Fig. 1: run 1, placement view
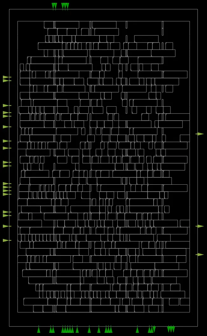
Fig. 2: run 1, clock distribution
The bar under the picture is 20 microns long.
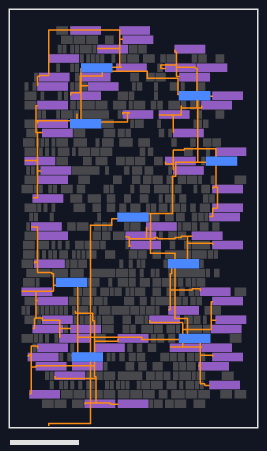
Fig. 3: run 1, metal 2
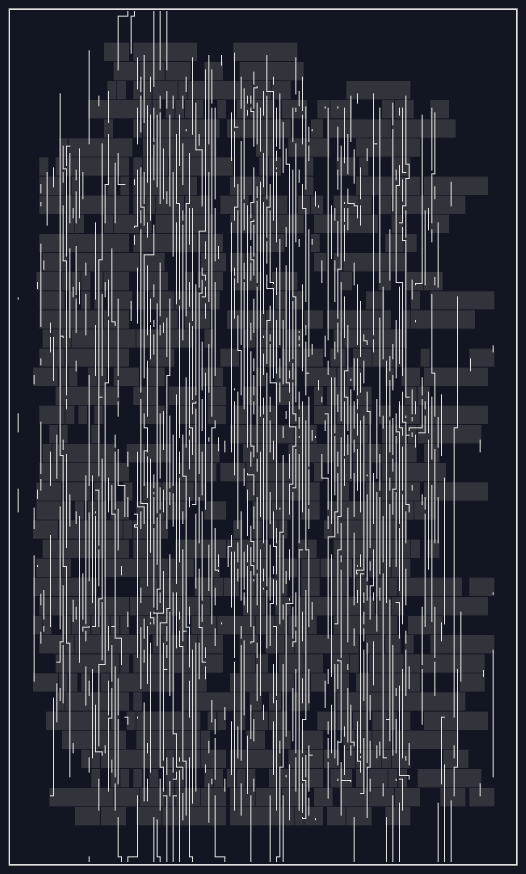
===== src/rtl/dms_pkg.sv =====
// Shared definitions for the SAM2 configuration sequencer: frame constants,
// controller state encoding and the key-length helper.
package dms_pkg;

   localparam int N_W       = 4;   // width of the n field in the SAM2 frame
   localparam int KEY_W_DEF = 16;  // default maximum key length in bits

   typedef enum logic [2:0] {
      IDLE     = 3'd0,
      RST_CORE = 3'd1,
      LOAD_N   = 3'd2,
      LOAD_D   = 3'd3,
      LOAD_C   = 3'd4,
      RUN      = 3'd5
   } state_t;

   // Key length L = 2**n
   function automatic int unsigned key_len(input logic [N_W-1:0] n);
      return 32'd1 << n;
   endfunction

endpackage


===== src/rtl/dms_piso.sv =====
// Parallel-in serial-out shifter, MSB first. A load places the lowest len+1
// bits of din at the top of the register so the field MSB is presented on
// dout immediately; last is high while dout carries the final bit of the field.
module dms_piso #(
   parameter int W     = 16,
   parameter int LEN_W = 5
) (
   input  logic             clk,
   input  logic             reset,
   input  logic             load,
   input  logic             shift,
   input  logic [W-1:0]     din,
   input  logic [LEN_W-1:0] len,
   output logic             dout,
   output logic             last
);

   logic [W-1:0]     shreg_r;
   logic [LEN_W-1:0] cnt_r;
   logic [LEN_W-1:0] shamt_s;

   assign shamt_s = LEN_W'(W - 1) - len;
   assign dout    = shreg_r[W-1];
   assign last    = (cnt_r == LEN_W'(0));

   // Load a left-justified field or shift one bit out; the counter saturates at zero
   always_ff @(posedge clk or posedge reset) begin
      if (reset) begin
         shreg_r <= '0;
         cnt_r   <= '0;
      end else if (load) begin
         shreg_r <= din << shamt_s;
         cnt_r   <= len;
      end else if (shift) begin
         shreg_r <= {shreg_r[W-2:0], 1'b0};
         if (cnt_r != LEN_W'(0)) begin
            cnt_r <= cnt_r - LEN_W'(1);
         end
      end
   end

endmodule


===== src/rtl/dms_cfg_sequencer.sv =====
// Front-end controller for the SAM2 decryption core. Validates and latches a
// key configuration, resets the core, serialises n/d/capsN onto str with
// mode=1, then switches the core to run mode and forwards the retimed line.
module dms_cfg_sequencer
   import dms_pkg::*;
#(
   parameter int KEY_W = KEY_W_DEF
) (
   input  logic             clk,
   input  logic             reset,
   input  logic             cfg_valid,
   output logic             cfg_ready,
   input  logic [N_W-1:0]   cfg_n,
   input  logic [KEY_W-1:0] cfg_d,
   input  logic [KEY_W-1:0] cfg_caps,
   output logic             cfg_done,
   output logic             cfg_err,
   input  logic             line_in,
   output logic             core_str,
   output logic             core_mode,
   output logic             core_reset_n,
   output logic             busy
);

   localparam int CNT_W = $clog2(KEY_W) + 1;

   state_t           state_r, state_s;
   logic [N_W-1:0]   n_r;
   logic [KEY_W-1:0] d_r, caps_r;
   logic             field_done_r;  // the last bit of the current field went out on the previous edge
   logic             accept_s, ok_s, start_s, emit_s;
   logic             load_s, shift_s;
   logic [KEY_W-1:0] din_s;
   logic [CNT_W-1:0] len_s, len_key_s;
   logic             piso_dout_s, piso_last_s;
   logic             str_s, mode_s, rstn_s, busy_s, ready_s, done_s, err_s;
   logic             core_str_r, core_mode_r, core_reset_n_r, busy_r;
   logic             cfg_ready_r, cfg_done_r, cfg_err_r;

   assign accept_s  = cfg_valid & cfg_ready_r;
   assign ok_s      = (key_len(cfg_n) <= unsigned'(KEY_W));
   assign len_key_s = CNT_W'(key_len(n_r) - 32'd1);

   // Next state plus shifter control; the state names the field on core_str after the edge
   always_comb begin
      state_s = state_r;
      start_s = 1'b0;
      load_s  = 1'b0;
      shift_s = 1'b0;
      din_s   = '0;
      len_s   = '0;
      case (state_r)
         IDLE, RUN: begin
            if (accept_s && ok_s) begin
               state_s = RST_CORE;
               start_s = 1'b1;
               load_s  = 1'b1;
               din_s   = KEY_W'(cfg_n);
               len_s   = CNT_W'(N_W - 1);
            end else begin
               state_s = state_r;
            end
         end
         RST_CORE: state_s = LOAD_N;
         LOAD_N:   state_s = field_done_r ? LOAD_D : LOAD_N;
         LOAD_D:   state_s = field_done_r ? LOAD_C : LOAD_D;
         LOAD_C:   state_s = field_done_r ? RUN : LOAD_C;
         default:  state_s = IDLE;
      endcase
      emit_s = (state_s == LOAD_N) || (state_s == LOAD_D) || (state_s == LOAD_C);
      if (emit_s && piso_last_s && (state_s == LOAD_N)) begin
         load_s = 1'b1;
         din_s  = d_r;
         len_s  = len_key_s;
      end else if (emit_s && piso_last_s && (state_s == LOAD_D)) begin
         load_s = 1'b1;
         din_s  = caps_r;
         len_s  = len_key_s;
      end else if (emit_s) begin
         shift_s = 1'b1;
      end else begin
         shift_s = 1'b0;
      end
   end

   // Output values for the state entered on the coming edge
   always_comb begin
      str_s   = 1'b0;
      mode_s  = 1'b0;
      rstn_s  = 1'b0;
      busy_s  = 1'b0;
      ready_s = 1'b0;
      case (state_s)
         IDLE:     ready_s = 1'b1;
         RST_CORE: busy_s  = 1'b1;
         LOAD_N, LOAD_D, LOAD_C: begin
            str_s  = piso_dout_s;
            mode_s = 1'b1;
            rstn_s = 1'b1;
            busy_s = 1'b1;
         end
         RUN: begin
            str_s   = line_in;
            rstn_s  = 1'b1;
            ready_s = 1'b1;
         end
         default: ready_s = 1'b0;
      endcase
      done_s = (state_s == RUN) && (state_r != RUN);
      err_s  = accept_s && !ok_s;
   end

   // State register and end-of-field flag
   always_ff @(posedge clk or posedge reset) begin
      if (reset) begin
         state_r      <= IDLE;
         field_done_r <= 1'b0;
      end else begin
         state_r      <= state_s;
         field_done_r <= emit_s & piso_last_s;
      end
   end

   // Latch the validated configuration on acceptance
   always_ff @(posedge clk or posedge reset) begin
      if (reset) begin
         n_r    <= '0;
         d_r    <= '0;
         caps_r <= '0;
      end else if (start_s) begin
         n_r    <= cfg_n;
         d_r    <= cfg_d;
         caps_r <= cfg_caps;
      end
   end

   // Registered outputs; in RUN the str flop doubles as the line retiming stage
   always_ff @(posedge clk or posedge reset) begin
      if (reset) begin
         core_str_r     <= 1'b0;
         core_mode_r    <= 1'b0;
         core_reset_n_r <= 1'b0;
         busy_r         <= 1'b0;
         cfg_ready_r    <= 1'b0;
         cfg_done_r     <= 1'b0;
         cfg_err_r      <= 1'b0;
      end else begin
         core_str_r     <= str_s;
         core_mode_r    <= mode_s;
         core_reset_n_r <= rstn_s;
         busy_r         <= busy_s;
         cfg_ready_r    <= ready_s;
         cfg_done_r     <= done_s;
         cfg_err_r      <= err_s;
      end
   end

   dms_piso #(
      .W     (KEY_W),
      .LEN_W (CNT_W)
   ) u_piso (
      .clk   (clk),
      .reset (reset),
      .load  (load_s),
      .shift (shift_s),
      .din   (din_s),
      .len   (len_s),
      .dout  (piso_dout_s),
      .last  (piso_last_s)
   );

   assign core_str     = core_str_r;
   assign core_mode    = core_mode_r;
   assign core_reset_n = core_reset_n_r;
   assign busy         = busy_r;
   assign cfg_ready    = cfg_ready_r;
   assign cfg_done     = cfg_done_r;
   assign cfg_err      = cfg_err_r;

endmodule


===== config.mk =====
export PLATFORM = sky130hd
export DESIGN_NAME = dms_cfg_sequencer
export DESIGN_NICKNAME = d
export VERILOG_FILES = /design/src/rtl/dms_pkg.sv /design/src/rtl/dms_piso.sv /design/src/rtl/dms_cfg_sequencer.sv
export SDC_FILE = /design/constraint.sdc
export NUM_CORES = 1
export LEC_CHECK = 0
export CORE_ASPECT_RATIO = 1.75
export CORE_MARGIN = 3
export CORE_UTILIZATION = 51
export CTS_CLUSTER_SIZE = 28
export DETAILED_ROUTE_END_ITERATION = 16
export PLACE_DENSITY = 0.85
export SLEW_MARGIN = 20
export SYNTH_ARGS = -nofsm -noshare
export SYNTH_HDL_FRONTEND = slang
export SYNTH_SLANG_ARGS = --single-unit

===== constraint.sdc =====
create_clock -name clk -period 3.2 [get_ports clk]
set_clock_uncertainty 0.05 [all_clocks]
set_input_delay 0.48 -clock clk [delete_from_list [all_inputs] [get_ports clk]]
set_output_delay 0.48 -clock clk [all_outputs]
set_load 0.05 [all_outputs]

==> results.ini, run 1 <==
[outcome]
outcome = finished, final reports clean

[critical_path]
arrival_ps = 3150
cp_slowest_stage_delay_ps = 470
start_kind = register
end_kind = register
path_class = reg2reg
crit_slowest_cell = dfrtp_1
crit_chain = nor4_4 -> inv_2 -> ha_1 -> o21ai_2 -> buf_4 -> mux2_1 -> o21ai_0 -> mux2i_1 -> a21o_1
worstPathRequired_ps = 3380
cp_max_fo = 9

[floorplanning]
fp_util_pct = 53.1
coreArea_sq_um = 7340
rows = 41
chip_area_sq_um = 8760
die_h_microns = 122
ios = 47
die_w_microns = 72.0

[cells_and_area]
antenna_cells = 0
drive_gt1_share_pct = 15.2
lay_top_cells = nand2_1 (134), dfrtp_1 (68), clkdlybuf4s50_1 (46), buf_4 (42), mux2i_1 (30)
lay_top_count = nand2_1
area_delta_synth_final_pct = 29.0
fin_nets = 558
n_fill_cell = 574

[synthesis]
yosysUniqueCellTypes = 66
edf_count = 0
ys.warnings.count = 0
aoi_share_pct = 17.6
synth_adder_area_share_pct = 0.643
ys_sh_simple_pct = 22.9
synth_area_leader_cell = dfrtp_1
avgSynthCellArea_sq_um = 8.85
yosys_cells = 440
syn_inst = 440
ys_chip_area_sq_um = 3890
synth_top_flop_cell = dfrtp_1
synthXorXnorAreaFrac_pct = 0.450
syn-num-nets = 482
top_area_share_pct = 43.7
yosysSeqAreaShare_pct = 43.7
yosys-top-cells-area = dfrtp_1 (44%), nand2_1 (13%), mux2i_1 (7.7%), a22oi_1 (2.5%), o21ai_0 (2.2%)
syn_area_sq_um = 3890
async_flop_share_pct = 100
yosys-mux-area-fraction_pct = 10.6
ys_seq_elements = 68
logic_family = simple AND/OR/NAND/NOR gates

[timing]
tightestPinTransition_ps = 903
fin_hold_ws_ps = 427
worst_slack_ps = 231
finalMaxSlewViolations = 0
setup_viol = 0
rsz0062_at_grt = false
max_freq_mhz = 337
period_needed_ps = 2970
hold_violations = 0
period_used_pct = 92.8
slew_headroom_pct = 39.6

[global_route]
grt_pass1_vias = 3761
grt_pass1_wl_mm = 18.5
grt_start_max_net_pins = 43
track_usage_pct = 27.6
antenna_found_initial = 0

[clock_tree]
clk_pin_slew_worst_paths_ps = 60
hold_buffers = 0
cts_resized = 0
cts_sinks = 68
htreeDepth = 3
cts_tree = done
numCtsBuffers = 9
cts_buffer_depth = 2
clock-root-buffer = clkbuf_16
cts_setup_buffers = 0

[route]
wire_per_inst_microns = 18.2
via_per_inst = 5.93
first_pass_iters = 5
drtIter0Drc = 333
postRouteAntennaNets = 0
wirelength_mm = 11.1
drc = 0
vias = 3597

[flow_run]
tool_warnings = 26
drv_cap = 0

[placed_design]
gp_congestion = 0.979
dp_hpwl_mm = 8.15
pre_cts_slack_ps = -59.1
io_buffers = 46

[pwr]
vdd_drop_max_mv = 0.561
p_leak_nw = 2.31
powerDensity_nw_per_um2 = 950

[hold_path]
hp-class = reg2reg

## Picture notes: Fig. 1
Final Util: 68.5%
flop share of the area: 33.9%

## Picture notes: Fig. 2
clock wires -> orange  # length 884 microns
flip-flops -> purple  # count 68
clock-net drivers -> blue  # count 9
flops lie = widely spread
routed clock nets = 10
Clock Power Share: 21.0%
P_clk: 0.00100 W
clk ins delay skew pair: 340 ps

## Picture notes: Fig. 3
main direction = vertical
share of all routed wire = 53%
wire length on this layer = 5,900 microns
nets with wire on the layer = 468
longest straight run = 51.5 microns

==> run 1: routing by layer <==
layer	wire [microns]	vias up	global-route usage, %
met5	0	-	0
met4	562	0	18.0
met3	451	41	4.05
met2	5900	129	48.6
met1	4140	1704	30.1
li1	-	1723	-
==> run 1: power breakdown <==
group,internal (W),switching (W)
sequential,0.00116,0.000296
combinational,0.00103,0.00128
clock,0.000642,0.000358
==> run 1: synthesized netlist by cell type, types with 2 or more instances <==
library cell,count
nand2_1,134
dfrtp_1,68
mux2i_1,30
clkbuf_1,20
nor2_1,18
o21ai_0,17
a21oi_1,14
a22oi_1,13
inv_1,8
nand3_1,7
o21ai_1,7
a21o_1,6
nor3_1,6
o22ai_1,6
and2_1,4
nor4_1,4
buf_6,3
mux2_1,3
mux2_2,3
nand2b_1,3
o211ai_1,3
a211oi_1,2
a221oi_1,2
a31o_1,2
a31oi_1,2
a32o_1,2
a32oi_1,2
and3_1,2
buf_2,2
ha_1,2
inv_2,2
mux4_2,2
nand3b_1,2
nand4_1,2
nor4_4,2
nor4b_1,2
o21a_1,2
o221ai_1,2
or4_1,2
==> run 1: worst max-delay path: cells and delay by family, from the launching register on <==
family / cells / cell delay (ps)
flops: 1 / 470
simple gates: 1 / 340
fa+ha+maj: 1 / 430
buf+inv: 2 / 280
compound gates: 3 / 810
mux: 2 / 460
==> run 1: state kept, by name, indices dropped and copies added (netlist names) <==
register,cells
u_piso.shreg_r,16
field_done_r,1
cfg_done,1
core_reset_n,1
cfg_err,1
state_r,3
core_mode,1
u_piso.cnt_r,5
core_str,1
cfg_ready,1
n_r,4
d_r,16
busy,1
caps_r,16
==> run 1: kinds of logic (layout without fill, tap and decap cells) <==
kind of cell               after synthesis  count (layout)
xor gates and xnor gates                 2               2
buffers and inverters                   36             117
AOI/OAI and AO/OA                       99              99
adders and majority gates                2               2
and+or+nand+nor                        195             195
DFF                                     68              68
muxes                                   38              38
==> run 1: path summary, 6_finish.rpt <==
kind                         from                end  slack, ps  depth (start not counted)
min in group asynchronous   reset         caps_r[14]        520                          2
min reg2reg                d_r[0]             d_r[0]        430                          2
max in group asynchronous   reset  u_piso.shreg_r[0]       1940                          3
max reg2reg                n_r[1]  u_piso.shreg_r[8]        230                          9
min                        d_r[0]             d_r[0]        430                          2
max                        n_r[1]  u_piso.shreg_r[8]        230                          9
==> run 1: through the flow <==
step / utilization [%] / setup TNS, ps / instance area (sq um) / cells / power [W]
4_1_cts: 68.5 / 0 / 5020 / 607 / 0.00476
5_1_grt: 68.5 / 0 / 5020 / 607 / 0.00507
2_1_floorplan: - / 0 / 3890 / 440 / 0.00290
6_report: 68.5 / 0 / 5020 / 607 / 0.00477
3_5_place_dp: 64.3 / -64.2 / 4720 / 591 / 0.00372
3_3_place_gp: 64.3 / 0 / 4720 / 591 / 0.00366
==> run 1: final cells by class <==
cell class	instances	area (sq um)	share of cell area (%)
Clock buffer	12	256	5.11
Clock inverter	4	47.5	0.947
Inverter	10	37.5	0.747
Multi-Input combinational cell	336	2040	40.5
Sequential cell	68	1700	33.9
Tap cell	86	108	2.14
Timing Repair Buffer	91	836	16.6
==> run 1 -> run 2 <==
- CAP_MARGIN: default -> 30
- CORE_ASPECT_RATIO: 1.75 -> default
Fig. 4: run 2, placement by cell class
The bar under the picture is 20 microns long.
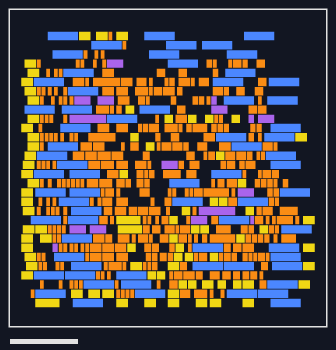
clock drivers and dummy loads -> purple  # cells 16
remaining buffers and delay cells -> yellow  # cells 80
sequential cells -> blue  # cells 68
remaining logic cells -> orange  # cells 346
final instance area: 4870 sq um
flop share of the area: 34.9%
# rows: 31

Fig. 5: run 2, clock distribution
The bar under the picture is 20 microns long.
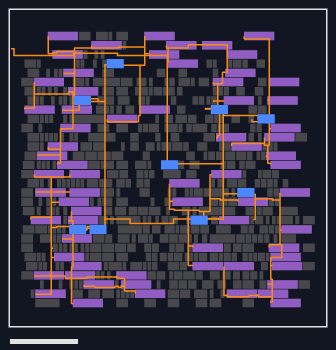
flip-flops -> purple  # count 68
clock wires -> orange  # length 906 microns
clock-net drivers -> blue  # count 9
flops lie = widely spread
routed clock nets = 10
clk ins delay skew pair: 360 ps
P_clk: 0.000785 W

==> results.ini, run 2 <==
[clock_tree]
clock-root-buffer = clkbuf_8
hold_buffers = 0  ; unchanged
cts_buffer_depth = 2  ; unchanged
cts_sinks = 68  ; unchanged
htreeDepth = 3  ; unchanged
cts_resized = 0  ; unchanged
numCtsBuffers = 9  ; unchanged
cts_setup_buffers = 0  ; unchanged

[floorplanning]
die_w_microns = 93.4  ; +30%
ios = 47  ; unchanged
fp_util_pct = 53.1  ; about the same
die_h_microns = 93.4  ; -23%

[critical_path]
crit_chain = nor4_4 -> inv_2 -> ha_1 -> o21ai_2 -> mux2_2 -> mux2i_1 -> nand3_1 -> a32o_1
worstPathRequired_ps = 3390  ; about the same
reg2regPathDepth = 8  ; -1
r2r-start = n_r[1]
rrSetupSlack_ps = 180  ; -50 ps
crit_end = u_piso.shreg_r[13]
end_kind = register
cp_slowest_stage_delay_ps = 480  ; about the same
crit_slowest_cell = dfrtp_1
r2r-end = u_piso.shreg_r[13]
cp_max_fo = 9  ; unchanged
start_kind = register
path_class = reg2reg

[cells_and_area]
lay_top_cells = nand2_1 (134), dfrtp_1 (68), clkdlybuf4s50_1 (46), buf_4 (31), mux2i_1 (30)
final_util_pct = 66.5  ; -2.0 points
fin_nets = 547  ; -2.0%
drive_gt1_share_pct = 13.5  ; -1.6 points
antenna_cells = 0  ; unchanged
reg_top3 = caps_r (16), d_r (16), u_piso.shreg_r (16)
lay_top_count = nand2_1

[synthesis]
yosys-top-cells-count = nand2_1 (134), dfrtp_1 (68), mux2i_1 (30)
ys_seq_elements = 68  ; unchanged
synth_top_flop_cell = dfrtp_1
top_area_share_pct = 43.7  ; unchanged
synth.most_common_cell = nand2_1
yosysUniqueCellTypes = 66  ; unchanged
logic_family = simple AND/OR/NAND/NOR gates
ys.warnings.count = 0  ; unchanged
synth_area_leader_cell = dfrtp_1
synthXorXnorAreaFrac_pct = 0.450  ; unchanged
syn_inst = 440  ; unchanged
ys_sh_simple_pct = 22.9  ; unchanged
syn_area_sq_um = 3890  ; unchanged
yosys-top-cells-area = dfrtp_1 (44%), nand2_1 (13%), mux2i_1 (7.7%), a22oi_1 (2.5%), o21ai_0 (2.2%)

[route]
via_per_inst = 5.89  ; -0.69%
drtIter0Drc = 332  ; -0.30%
first_pass_iters = 5  ; unchanged
drc = 0  ; unchanged
postRouteAntennaNets = 0  ; unchanged
wirelength_mm = 10.3  ; -6.4%
wire_per_inst_microns = 17.0  ; -6.7%
vias = 3584  ; -0.36%

[flow_run]
tool_warnings = 26  ; unchanged

[pwr]
powerDensity_nw_per_um2 = 912  ; -3.9%
vdd_drop_max_mv = 0.540  ; -3.8%

[timing]
max_freq_mhz = 331  ; -1.7%
rsz0062_at_grt = false
tightestPinTransition_ps = 816  ; -86.9 ps
period_used_pct = 94.4  ; +1.6 points
setup_viol = 0  ; unchanged
hold_violations = 0  ; unchanged
fin_hold_ws_ps = 428  ; +0.519 ps
slew_headroom_pct = 45.4  ; +5.8 points

[global_route]
antenna_found_initial = 0  ; unchanged
grt_pass1_vias = 3519  ; -6.4%
grt_start_max_net_pins = 69  ; +60%

[placed_design]
dpl-instance-area_sq_um = 4650  ; -1.4%
gp_congestion = 0.944  ; -3.5%
dp_hpwl_mm = 7.44  ; -8.7%
place_inst = 593  ; +0.34%

[hold_path]
hp-class = reg2reg

[outcome]
outcome = finished, final reports clean

Fig. 6: run 2, placement view
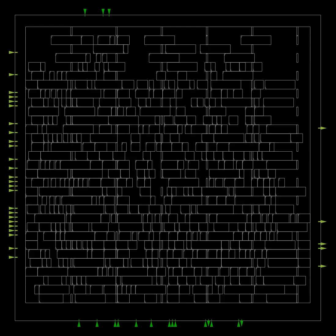
layout filler cell count: 572
Cell Count, Final, Fillers Out: 609
n_taps: 99
core area: 7330 sq um

[run 2: cell count changes in the layout (fill, tap and decap cells not counted), sizes merged]
| cell | previous run | this run |
|---|---|---|
| buf | 45 | 34 |
| bufinv | 1 | 2 |
| clkbuf | 12 | 11 |
| clkinv | 2 | 3 |
| clkinvlp | 1 | 0 |
[run 2: through the flow]
step / setup WS (ps) / total power (W) / TNS [ps]
4_1_cts: 224 / 0.00442 / 0
2_1_floorplan: 43.9 / 0.00290 / 0
3_5_place_dp: -36.7 / 0.00362 / -65.2
3_3_place_gp: 47.2 / 0.00354 / 0
6_report: 181 / 0.00444 / 0
5_1_grt: 65.0 / 0.00473 / 0
[run 2: worst max-delay path, delay by kind of cell, from the launching register on]
kind	cells	cell delay, ps
flip-flops	1	480
AND/OR/NAND/NOR	2	450
adder cells (fa/ha/maj)	1	440
multiplexers	2	660
AND-OR/OR-AND	2	730
buffers and inverters	1	70
[run 2: worst min-delay path by stage]
| stage | end | start | depth (start not counted) | slack [ps] |
|---|---|---|---|---|
| 3_3_place_gp | caps_r[0] | caps_r[0] | 2 | 410 |
| 6_report | d_r[15] | d_r[15] | 2 | 430 |
| 2_1_floorplan | d_r[15] | d_r[15] | 2 | 390 |
| 3_5_place_dp | d_r[15] | d_r[15] | 2 | 410 |
| 5_1_grt | d_r[15] | d_r[15] | 2 | 460 |
| 4_1_cts | d_r[15] | d_r[15] | 2 | 430 |
[run 2: metal layers]
| metal | vias to the layer above | routed length [microns] | share of wire [%] | global-route usage, % |
|---|---|---|---|---|
| li1 | 1690 | - | - | - |
| met2 | 158 | 5080 | 49 | 42.8 |
| met5 | - | 0 | 0 | 0 |
| met3 | 17 | 695 | 6.7 | 4.42 |
| met1 | 1719 | 4400 | 43 | 34.5 |
| met4 | 0 | 158 | 1.5 | 6.72 |
[run 2: logic make-up after synthesis]
family | after synthesis
AND-OR/OR-AND | 99
XOR/XNOR | 2
adder cells (fa/ha/maj) | 2
buffers and inverters | 36
flip-flops | 68
multiplexers | 38
AND/OR/NAND/NOR | 195
[run 2: power by group]
group | switching, W | internal [W]
combinational | 0.00125 | 0.000957
clock | 0.000329 | 0.000456
sequential | 0.000299 | 0.00116
[run 2: cell type report]
type                            instances  area, sq um  share of cell area, %
Clock buffer                           11          141                   2.90
Clock inverter                          5         75.1                   1.54
Inverter                               10         37.5                  0.770
Multi-Input combinational cell        336         2040                   41.9
Sequential cell                        68         1700                   34.9
Tap cell                               99          124                   2.54
Timing Repair Buffer                   80          753                   15.5
Power figures rest on the tool's default switching activity, not on a simulated workload.
